$ cat src/rtl/tug_referee_pkg.sv
// Tug-of-war referee shared definitions.
// Holds the FSM states, the rope and score limits, and the LED helper.
package tug_referee_pkg;

  typedef enum logic [1:0] {
    PLAY      = 2'd0,
    ROUND_END = 2'd1,
    GAME_OVER = 2'd2
  } state_e;

  localparam logic [3:0] CENTER     = 4'd4;
  localparam logic [3:0] MAX_POS    = 4'd8;
  localparam logic [1:0] WIN_SCORE  = 2'd3;
  localparam int         ROUND_HOLD = 16;
  localparam int         FLASH_DIV  = 8;

  function automatic logic [8:0] onehot(
    input logic [3:0] p
  );
    return 9'd1 << p;
  endfunction

endpackage

$ cat src/rtl/tug_referee_if.sv
// Tug-of-war player and display bundle.
// master drives slowen/push/right; slave drives pos, leds, pulses, scores, rwon.
interface tug_if;
  logic       slowen;
  logic       push;
  logic       right;
  logic [3:0] pos;
  logic [8:0] leds;
  logic       winrnd;
  logic       wingame;
  logic [1:0] lscore;
  logic [1:0] rscore;
  logic       rwon;

  modport master (
    output slowen, push, right,
    input  pos, leds, winrnd, wingame,
    input  lscore, rscore, rwon
  );

  modport slave (
    input  slowen, push, right,
    output pos, leds, winrnd, wingame,
    output lscore, rscore, rwon
  );
endinterface

$ cat src/rtl/tug_referee_hold_timer.sv
// Counts slowen pulses up to TERM; o_done pulses combinationally on the TERM-th.
// Ports: clk, rst, i_clr (hold at zero), i_en (slowen), o_done.
module tug_hold_timer #(
  parameter int TERM = 16
) (
  input  logic clk,
  input  logic rst,
  input  logic i_clr,
  input  logic i_en,
  output logic o_done
);

  localparam int W = $clog2(TERM);

  logic [W-1:0] r_cnt;

  assign o_done = i_en && !i_clr &&
                  (r_cnt == W'(TERM - 1));

  always_ff @(posedge clk) begin
    if (rst || i_clr || o_done) begin
      r_cnt <= '0;
    end else if (i_en) begin
      r_cnt <= r_cnt + 1'b1;
    end
  end

endmodule

$ cat src/rtl/tug_referee.sv
// Tug-of-war referee: rope position, round/game scoring, LED display.
// Ports: clk, rst (sync, active-high), bus (tug_if.slave).
module tug_referee
  import tug_referee_pkg::*;
(
  input logic clk,
  input logic rst,
  tug_if.slave bus
);

  state_e     r_state;
  state_e     w_state_nxt;
  logic [3:0] r_pos;
  logic [3:0] w_pos_nxt;
  logic [1:0] r_lscore;
  logic [1:0] w_lscore_nxt;
  logic [1:0] r_rscore;
  logic [1:0] w_rscore_nxt;
  logic       r_rwon;
  logic       w_rwon_nxt;
  logic       r_winrnd;
  logic       w_winrnd_nxt;
  logic       r_wingame;
  logic       w_wingame_nxt;
  logic       r_flash;
  logic       w_flash_nxt;
  logic [1:0] w_own_score;
  logic       w_hold_done;
  logic       w_flash_done;
  logic [8:0] w_leds;

  tug_hold_timer #(
    .TERM (ROUND_HOLD)
  ) u_hold (
    .clk    (clk),
    .rst    (rst),
    .i_clr  (r_state != ROUND_END),
    .i_en   (bus.slowen),
    .o_done (w_hold_done)
  );

  tug_hold_timer #(
    .TERM (FLASH_DIV)
  ) u_flash (
    .clk    (clk),
    .rst    (rst),
    .i_clr  (r_state != GAME_OVER),
    .i_en   (bus.slowen),
    .o_done (w_flash_done)
  );

  always_ff @(posedge clk) begin
    if (rst) begin
      r_state   <= PLAY;
      r_pos     <= CENTER;
      r_lscore  <= '0;
      r_rscore  <= '0;
      r_rwon    <= 1'b0;
      r_winrnd  <= 1'b0;
      r_wingame <= 1'b0;
      r_flash   <= 1'b1;
    end else begin
      r_state   <= w_state_nxt;
      r_pos     <= w_pos_nxt;
      r_lscore  <= w_lscore_nxt;
      r_rscore  <= w_rscore_nxt;
      r_rwon    <= w_rwon_nxt;
      r_winrnd  <= w_winrnd_nxt;
      r_wingame <= w_wingame_nxt;
      r_flash   <= w_flash_nxt;
    end
  end

  assign w_own_score = bus.right ? r_rscore
                                 : r_lscore;

  always_comb begin
    w_state_nxt   = r_state;
    w_pos_nxt     = r_pos;
    w_lscore_nxt  = r_lscore;
    w_rscore_nxt  = r_rscore;
    w_rwon_nxt    = r_rwon;
    w_winrnd_nxt  = 1'b0;
    w_wingame_nxt = 1'b0;
    w_flash_nxt   = r_flash;
    unique case (r_state)
      PLAY: begin
        if (bus.push && r_pos >= 4'd1 &&
            r_pos <= 4'd7) begin
          w_pos_nxt = bus.right ? r_pos + 4'd1
                                : r_pos - 4'd1;
          if (w_pos_nxt == MAX_POS ||
              w_pos_nxt == 4'd0) begin
            w_rwon_nxt = bus.right;
            if (bus.right) begin
              w_rscore_nxt = r_rscore + 2'd1;
            end else begin
              w_lscore_nxt = r_lscore + 2'd1;
            end
            // Winner had WIN_SCORE-1: this win ends the game.
            if (w_own_score == WIN_SCORE - 2'd1) begin
              w_state_nxt   = GAME_OVER;
              w_wingame_nxt = 1'b1;
              w_flash_nxt   = 1'b1;
            end else begin
              w_state_nxt  = ROUND_END;
              w_winrnd_nxt = 1'b1;
            end
          end
        end
      end
      ROUND_END: begin
        if (w_hold_done) begin
          w_pos_nxt   = CENTER;
          w_state_nxt = PLAY;
        end
      end
      GAME_OVER: begin
        if (w_flash_done) begin
          w_flash_nxt = ~r_flash;
        end
      end
      default: begin
        w_state_nxt = PLAY;
      end
    endcase
  end

  always_comb begin
    w_leds = onehot(r_pos);
    if (r_state == GAME_OVER) begin
      w_leds = '0;
      if (r_flash) begin
        w_leds = r_rwon ? 9'h100 : 9'h001;
      end
    end
  end

  assign bus.pos     = r_pos;
  assign bus.leds    = w_leds;
  assign bus.winrnd  = r_winrnd;
  assign bus.wingame = r_wingame;
  assign bus.lscore  = r_lscore;
  assign bus.rscore  = r_rscore;
  assign bus.rwon    = r_rwon;

endmodule

$ cat src/flat_wrapper.sv
// flat-port wrapper written by rule: the top's interface ports become plain ports
module tug_referee_flat import tug_referee_pkg::*;
  (clk, rst, bus_slowen, bus_push, bus_right, bus_pos, bus_leds, bus_winrnd, bus_wingame, bus_lscore, bus_rscore, bus_rwon);
  tug_if bus_i ();
  input logic clk;
  input logic rst;
  input wire logic [$bits(bus_i.slowen)-1:0] bus_slowen;
  input wire logic [$bits(bus_i.push)-1:0] bus_push;
  input wire logic [$bits(bus_i.right)-1:0] bus_right;
  output wire logic [$bits(bus_i.pos)-1:0] bus_pos;
  output wire logic [$bits(bus_i.leds)-1:0] bus_leds;
  output wire logic [$bits(bus_i.winrnd)-1:0] bus_winrnd;
  output wire logic [$bits(bus_i.wingame)-1:0] bus_wingame;
  output wire logic [$bits(bus_i.lscore)-1:0] bus_lscore;
  output wire logic [$bits(bus_i.rscore)-1:0] bus_rscore;
  output wire logic [$bits(bus_i.rwon)-1:0] bus_rwon;
  assign bus_i.slowen = bus_slowen;
  assign bus_i.push = bus_push;
  assign bus_i.right = bus_right;
  assign bus_pos = bus_i.pos;
  assign bus_leds = bus_i.leds;
  assign bus_winrnd = bus_i.winrnd;
  assign bus_wingame = bus_i.wingame;
  assign bus_lscore = bus_i.lscore;
  assign bus_rscore = bus_i.rscore;
  assign bus_rwon = bus_i.rwon;
  tug_referee u_core (.clk(clk), .rst(rst), .bus(bus_i));
endmodule
$ cat config.mk
export PLATFORM = sky130hd
export DESIGN_NAME = tug_referee_flat
export DESIGN_NICKNAME = d
export VERILOG_FILES = /design/src/rtl/tug_referee_pkg.sv /design/src/rtl/tug_referee_if.sv /design/src/rtl/tug_referee_hold_timer.sv /design/src/rtl/tug_referee.sv /design/src/flat_wrapper.sv
export SDC_FILE = /design/constraint.sdc
export NUM_CORES = 1
export LEC_CHECK = 0
export CORE_MARGIN = 2
export CORE_UTILIZATION = 45
export CTS_CLUSTER_DIAMETER = 40
export DETAILED_ROUTE_END_ITERATION = 10
export PLACE_DENSITY = 0.7
export SETUP_SLACK_MARGIN = 0.4
export SYNTH_ARGS = -nofsm -noshare
export SYNTH_HDL_FRONTEND = slang
export SYNTH_SLANG_ARGS = --single-unit
$ cat constraint.sdc
create_clock -name clk -period 1.7 [get_ports clk]
set_input_delay 0.425 -clock clk [delete_from_list [all_inputs] [get_ports clk]]
set_output_delay 0.425 -clock clk [all_outputs]
set_load 0.02 [all_outputs]
m1.png
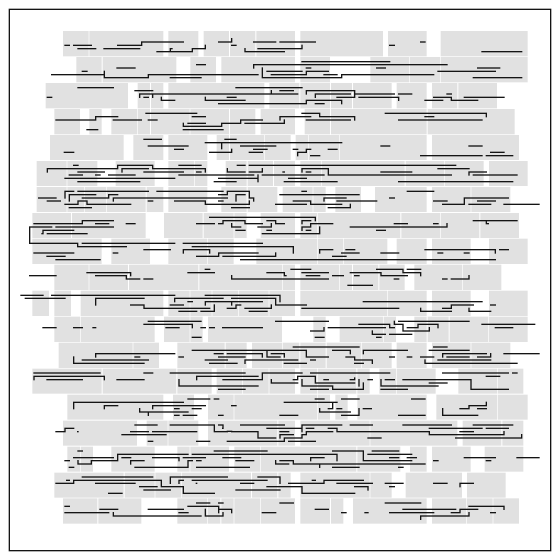
The longest straight run is 26.7 um. The layer carries 1730 um of wire. 202 nets have wire on it. The wires run mostly horizontal. The layer holds 38% of the routed length.
vias post-DR: 1370
drt total wl: 4560 um

m2.png
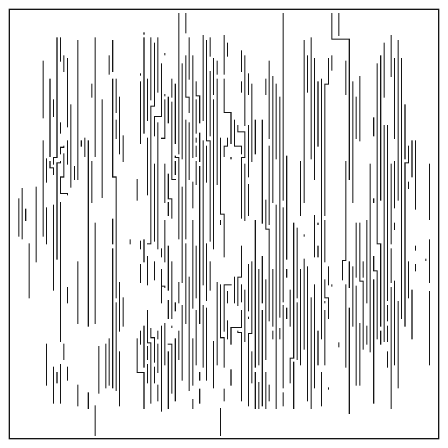
The wires run mostly vertical. The layer holds 54% of the routed length. The layer carries 2440 um of wire. The longest straight run is 34.3 um.
met2 GRT Util: 0.414

==> impl_metrics.csv <==
group,metric,value,unit
timing,clock.fmax,551,MHz
floorplanning,ios,25,
timing,timing.final.crit_period,1810,ps
placement,dpl.hpwl,2410,um
run_status,violations,"setup timing",
floorplanning,fp.dieW,56.6,um
pwr,p_int,0.00100,W
pwr,swShare,0.363,
routing,drtAntennaViolNets,0,
logic_synthesis,ys_seq_share,0.338,
timing,setup_viol,16,
cells_and_area,syn_to_final_growth,88.2,%
logic_synthesis,top_cells_by_count,"dfxtp_1 (21), nor2_1 (13), ha_1 (10), nand2_1 (10), a21oi_1 (9)",
timing,timing.final.ws_setup,-114,ps
logic_synthesis,adder_share,0.101,
cells_and_area,layout_top_cell,"buf_6",
logic_synthesis,ys_sh_mux,0.0161,
setup_path,r2r_cells,7,
timing,hold_slack,537,ps
cells_and_area,sh_seq_area,0.192,
logic_synthesis,top_area_frac,0.338,
pwr,irDropWorstVdd,0.730,mV
logic_synthesis,netlist_top_cells_area,"dfxtp_1 (34%), ha_1 (10%), nor2_1 (3.9%), nor4b_4 (3.8%), a21oi_1 (3.6%)",
routing,wl_met2,2440,um
run_status,status,"finished with violations",
Power and IR drop assume default switching activity.
